===== src/rtl/bnn_pkg.sv =====
// Shared controller state encodings and default image geometry for the BNN datapath.
package bnn_pkg;

  typedef enum logic [2:0] {
    S_IDLE    = 3'd0,
    S_LOAD    = 3'd1,
    S_LAYER_1 = 3'd2,
    S_LAYER_2 = 3'd3,
    S_LAYER_3 = 3'd4
  } state_t;

  localparam int DEF_IMG_W  = 28;
  localparam int DEF_IMG_H  = 28;
  localparam int DEF_BUS_W  = 8;
  localparam int DEF_NBEATS = DEF_IMG_W * DEF_IMG_H / DEF_BUS_W;

  // Index width for a range of n entries, never below one bit.
  function automatic int idx_width(input int n);
    return (n > 1) ? $clog2(n) : 1;
  endfunction

endpackage


===== src/rtl/pixel_buffer.sv =====
// Binarized image store: one beat-wide write port, one single-pixel combinational read port.
module pixel_buffer
  import bnn_pkg::*;
#(
  parameter  int NBEATS = DEF_NBEATS,
  parameter  int BUS_W  = DEF_BUS_W,
  localparam int CNT_W  = idx_width(NBEATS),
  localparam int IDX_W  = idx_width(NBEATS * BUS_W),
  localparam int SEL_W  = idx_width(BUS_W)
) (
  input  logic             clk,
  input  logic             rst_n,
  input  logic             wr_en,
  input  logic [CNT_W-1:0] wr_beat,
  input  logic [BUS_W-1:0] wr_data,
  input  logic [IDX_W-1:0] rd_idx,
  output logic             rd_bit
);

  logic [BUS_W-1:0] mem [NBEATS];
  logic [CNT_W-1:0] rd_beat;
  logic [SEL_W-1:0] rd_sel;
  logic [BUS_W-1:0] rd_word;

  always_ff @(posedge clk) begin
    if (!rst_n) begin
      for (int unsigned i = 0; i < NBEATS; i++) begin
        mem[i] <= '0;
      end
    end else if (wr_en) begin
      mem[wr_beat] <= wr_data;
    end
  end

  always_comb begin
    rd_beat = CNT_W'(rd_idx / IDX_W'(BUS_W));
    rd_sel  = SEL_W'(rd_idx % IDX_W'(BUS_W));
    rd_word = mem[rd_beat];
    rd_bit  = rd_word[rd_sel];
  end

endmodule


===== src/rtl/image_loader.sv =====
// Captures one binarized image beat-by-beat while the controller is in S_LOAD and serves
// zero-padded pixel reads. Optional sticky overrun flag: define IMAGE_LOADER_OVERRUN_EN.
module image_loader
  import bnn_pkg::*;
#(
  parameter int IMG_W = DEF_IMG_W,
  parameter int IMG_H = DEF_IMG_H,
  parameter int BUS_W = DEF_BUS_W
) (
  input  logic             clk,
  input  logic             rst_n,
  input  logic [2:0]       state,
  input  logic [BUS_W-1:0] data_in,
  input  logic             data_valid,
  output logic             data_ready,
  output logic             load_done,
  input  logic [4:0]       rd_row,
  input  logic [4:0]       rd_col,
  output logic             rd_pixel
`ifdef IMAGE_LOADER_OVERRUN_EN
  ,
  output logic             overrun
`endif
);

  localparam int NPIX   = IMG_W * IMG_H;
  localparam int NBEATS = NPIX / BUS_W;
  localparam int CNT_W  = idx_width(NBEATS);
  localparam int IDX_W  = idx_width(NPIX);
  localparam logic [CNT_W-1:0] LAST_BEAT = CNT_W'(NBEATS - 1);

  if ((NPIX % BUS_W) != 0) begin : g_bad_geometry
    $error("image_loader: IMG_W*IMG_H must be a multiple of BUS_W");
  end

  state_t           st;
  logic [CNT_W-1:0] beat_cnt;
  logic             full;
  logic             accept;
  logic             in_range;
  logic [IDX_W-1:0] rd_idx;
  logic             buf_bit;

  assign st         = state_t'(state);
  assign data_ready = (st == S_LOAD) && !full;
  assign accept     = data_valid && data_ready;
  assign load_done  = full && (st == S_LOAD);

  // The counter parks on the last beat; full alone marks completion so it never wraps.
  always_ff @(posedge clk) begin
    if (!rst_n) begin
      beat_cnt <= '0;
      full     <= 1'b0;
    end else begin
      case (st)
        S_IDLE: begin
          beat_cnt <= '0;
          full     <= 1'b0;
        end
        S_LOAD: begin
          if (accept) begin
            if (beat_cnt == LAST_BEAT) full <= 1'b1;
            else                       beat_cnt <= beat_cnt + 1'b1;
          end
        end
        default: ;
      endcase
    end
  end

`ifdef IMAGE_LOADER_OVERRUN_EN
  always_ff @(posedge clk) begin
    if (!rst_n)                                    overrun <= 1'b0;
    else if (st == S_IDLE)                         overrun <= 1'b0;
    else if ((st == S_LOAD) && full && data_valid) overrun <= 1'b1;
  end
`endif

  // Out-of-window reads are forced to zero and steered to address 0 to stay inside the store.
  always_comb begin
    in_range = (32'(rd_row) < 32'(IMG_H)) && (32'(rd_col) < 32'(IMG_W));
    rd_idx   = in_range ? IDX_W'(32'(rd_row) * 32'(IMG_W) + 32'(rd_col)) : '0;
    rd_pixel = in_range && buf_bit;
  end

  pixel_buffer #(
    .NBEATS (NBEATS),
    .BUS_W  (BUS_W)
  ) u_pixel_buffer (
    .clk     (clk),
    .rst_n   (rst_n),
    .wr_en   (accept),
    .wr_beat (beat_cnt),
    .wr_data (data_in),
    .rd_idx  (rd_idx),
    .rd_bit  (buf_bit)
  );

endmodule


===== config.mk =====
export PLATFORM = sky130hd
export DESIGN_NAME = image_loader
export DESIGN_NICKNAME = d
export VERILOG_FILES = /design/src/rtl/bnn_pkg.sv /design/src/rtl/pixel_buffer.sv /design/src/rtl/image_loader.sv
export SDC_FILE = /design/constraint.sdc
export NUM_CORES = 2
export LEC_CHECK = 0
export ABC_AREA = 1
export CELL_PAD_IN_SITES_DETAIL_PLACEMENT = 0
export CELL_PAD_IN_SITES_GLOBAL_PLACEMENT = 1
export CORE_MARGIN = 4
export CORE_UTILIZATION = 35
export DETAILED_ROUTE_END_ITERATION = 6
export PLACE_DENSITY_LB_ADDON = 0.1
export SLEW_MARGIN = 10
export SYNTH_ARGS = -nofsm -noshare
export SYNTH_HDL_FRONTEND = slang
export SYNTH_HIERARCHICAL = 1
export SYNTH_SLANG_ARGS = --single-unit

===== constraint.sdc =====
create_clock -name clk -period 4.1 [get_ports clk]
set_input_delay 0.615 -clock clk [delete_from_list [all_inputs] [get_ports clk]]
set_output_delay 0.615 -clock clk [all_outputs]
set_load 0.02 [all_outputs]

==> CHANGELOG.md <==
## Implementation

- Core footprint: between 100,000 and 150,000 um2
- R2R setup slack: 0.88 ns
- Multiplexer share: 0%
- Setup violators final: 1
- Max Cap Viol: 0
- Clock skew: 0.0297 ns
- Worst setup SP type: input port
- Log Warnings: 34
- Yosys cell types: 32
- Total Power: approximately 31,000 uW
- Hold Vio Cnt, Final: 0
- Clk slew on worst S/H paths: about 0.050 ns
- P_comb: 9320 uW
- Iteration tally of the first detailed-router pass: 6
- GP Congestion: 0.874
- Via count: 35,200
- Chip area in the Yosys report: 46,700 um2
- Cell area after synthesis: 46,700 um2
- Synth Area in Adders: 0.606%
- Worst r2r src: beat_cnt[2]
- Crit-path most repeated cell: nand3_1
- Init Core Util: 35.4%
- RSZ-0062 raised after global routing: true
- Internal power: approximately 21,000 uW
- Fin. max-slew vios: 0
- Worst Hold Depth: 3
- Top-area cell share: 65.9%
- Post-synth seq share: 66.2%
- Initial antenna violation count: 3
- Slowest CP cell: fa_2
- Bufs on Longest Clock Path: 3
- CP max stage delay: slightly below 0.6 ns
- Drc violations: 0
- I/O pin count: 27
- Yosys top cell by area: edfxtp_1
- Worst Hold End: beat_cnt[1]
- Outcome: complete, but fails checks
- Failing checks: setup timing
- Vias per cell: 5.26
- Post-synth ARST share: 0%
- Fmax achieved: 0.208 GHz
- Clk power: just over 10,000 uW
- Crit-path cells: buf_8, fa_1, ha_4, fa_2, buf_6, nor2_4, nor2_4, buf_12, buf_16, buf_6, nand3_1, nand3_1, nand3_1, nand3_2, nand3_1, nand2_1, nand2_1, nand3_1, nand3_1, nand2_2, inv_2, nor2_4, buf_6
- Logic gate share of total power: 29.8%
- Clock sink count: 1,032
- Antenna viol nets, final: 0
- TNS Setup: -0.718 ns
- Post-Synthesis Cells: 4,665
- Clock power frac: 32.1%
- Seq power: 11,900 uW
- Slew HR: 35.4%
- Critical Path RT: 3.48 ns
- Die x size: 373 um
- Power Dens Cells: ~540 nW/um2
- Area fraction in xor and xnor cells: 0.0536%
- Setup Crit Path Kind: input port to primary output
- Placed insts: 6,401
- Worst Tran Pin Value: 0.965 ns
- CP Max Fanout: 12
- P_sw: 10,300 uW
- Hold Slack: 0.281 ns
- Die height: 373 um
- Fillers: around 13,000
- Flip-flops with a built-in enable: 1,024
- Global route overflow: 0
- Critical path endpoint: rd_pixel
- Synth top cell by count: nand2_1
- CTS tree: done
- Share of layout cells above drive strength 1: between 10% and 20%
- Detailed Place HPWL: roughly 100 mm
- Setup slack after layout: -0.718 ns
- Fin crit period: 4.82 ns
- Cell area after layout: 57,600 um2
- Main power group: sequential cells
- VDD IR-drop max: 0.335 mV
- Critical path endpoint category: primary output
- Largest net degree at the start of global routing: 62
- Wirelength per Cell: roughly 25 um
- Area after DPL: 50,500 um2
- Worst reg2reg path depth: 7
- Hold_buf cts: 0
- CP startpoint: rd_row[1]
- Sequential share of power: roughly two fifths
- DRT Wirelength: 169 mm
- Ao+oa area frac: 0.233%
- Crit path DAT: 4.20 ns
- Largest cells by area: edfxtp_1 66%, nand3_1 11%, nand2_1 10%
[metal layers]
metal	global-route usage [%]	vias up	share of wire (%)
li1	-	16300	-
met1	33.7	17600	45
met2	37.7	1070	46
met3	3.58	213	6.3
met4	6.05	0	2.3
met5	0	-	0
[timing repair]
action / in CTS / in global routing
endpoints found under the setup margin: 1 / 1
gates resized: 309 / 112
buffers inserted: 30 / 24
pin swaps: 63 / 50
gates cloned: 31 / 7
[worst max-delay path: cells and delay by family]
kind | cells | cell delay [ns]
AND/OR/NAND/NOR | 13 | 1.31
adder cells (fa/ha/maj) | 3 | 1.28
buffers and inverters | 7 | 0.93
[cell type report]
type                       count  area, um2  share of cell area (%)
multi-input combinational   3241      15400                    26.7
clock buffer                 141       3050                    5.29
timing repair buffer         381       5100                    8.86
tap                         1755       2200                    3.81
antenna                        2       5.00                 0.00868
clock inverter                66        561                   0.973
inverter                      76        397                   0.688
sequential                  1032      30900                    53.6
[cells in the final DEF, fill, tap and decap left out, types with 4 or more instances in the layout]
cell type and instances:
nand2_1 1254, edfxtp_1 1024, nor2_1 853, nand3_1 843, buf_4 198, nand3_2 139
clkbuf_16 124, buf_12 70, nand3_4 52, inv_1 46, buf_16 40, clkinv_1 39
nand2_2 25, buf_6 25, clkbuf_1 21, clkdlybuf4s50_1 19, inv_2 16, clkinv_2 12
nor2_2 10, buf_8 10, a21oi_1 9, ha_1 9, inv_6 9, bufbuf_16 9
nor3_2 9, dfxtp_1 8, nor2_4 6, bufinv_16 6, nand2_4 4, clkinv_16 4
clkinvlp_4 4
[flip-flops by register name, summed over array words and instances (netlist names)]
| register | count |
|---|---|
| u_pixel_buffer/mem | 1024 |
| beat_cnt | 7 |
| full | 1 |
pdn.png
Bar = 100 um. Pins as bars on the die edge.
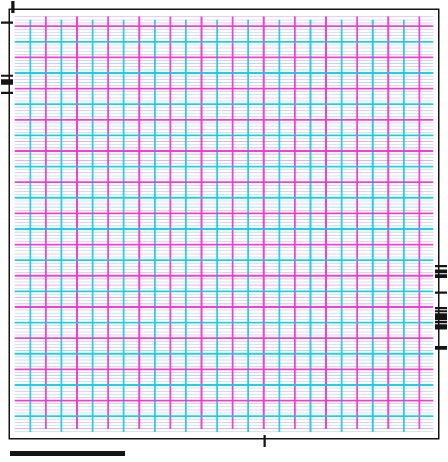
legend:
  VDD:
    colour: magenta
  VSS:
    colour: cyan
met1 rails: 134
signal pins: 27
rows: 133

cell_classes.png
Bar = 100 um.
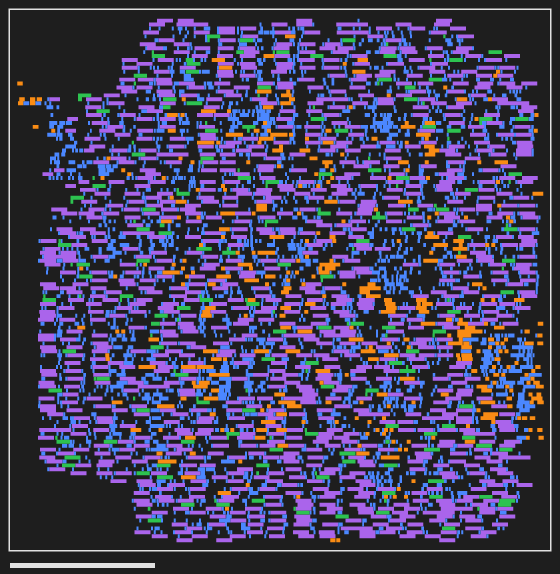
legend:
  all other logic:
    colour: blue
    cells: 3,317
    share_of_their_area: 29%
  clock drivers and dummy loads:
    colour: green
    cells: 207
    share_of_their_area: 6.5%
  other buffers and delay cells:
    colour: orange
    cells: 381
    share_of_their_area: 9.2%
  flip-flops:
    colour: purple
    cells: 1,032
    share_of_their_area: 56%
fin util: 43.7%
Seq/total area: 53.6%
Core Rows: 133

clock_map.png
Bar = 100 um.
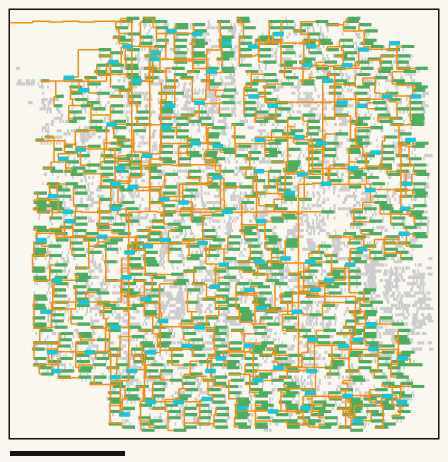
legend:
  clock wires:
    colour: orange
    length: 14,300 um
  cells driving clock nets:
    colour: cyan
    count: 117
  flip-flops:
    colour: green
    count: 1,032
flops lie: widely spread
routed clock nets: 118

No activity file was given, so power comes from the tool's default toggle rates.
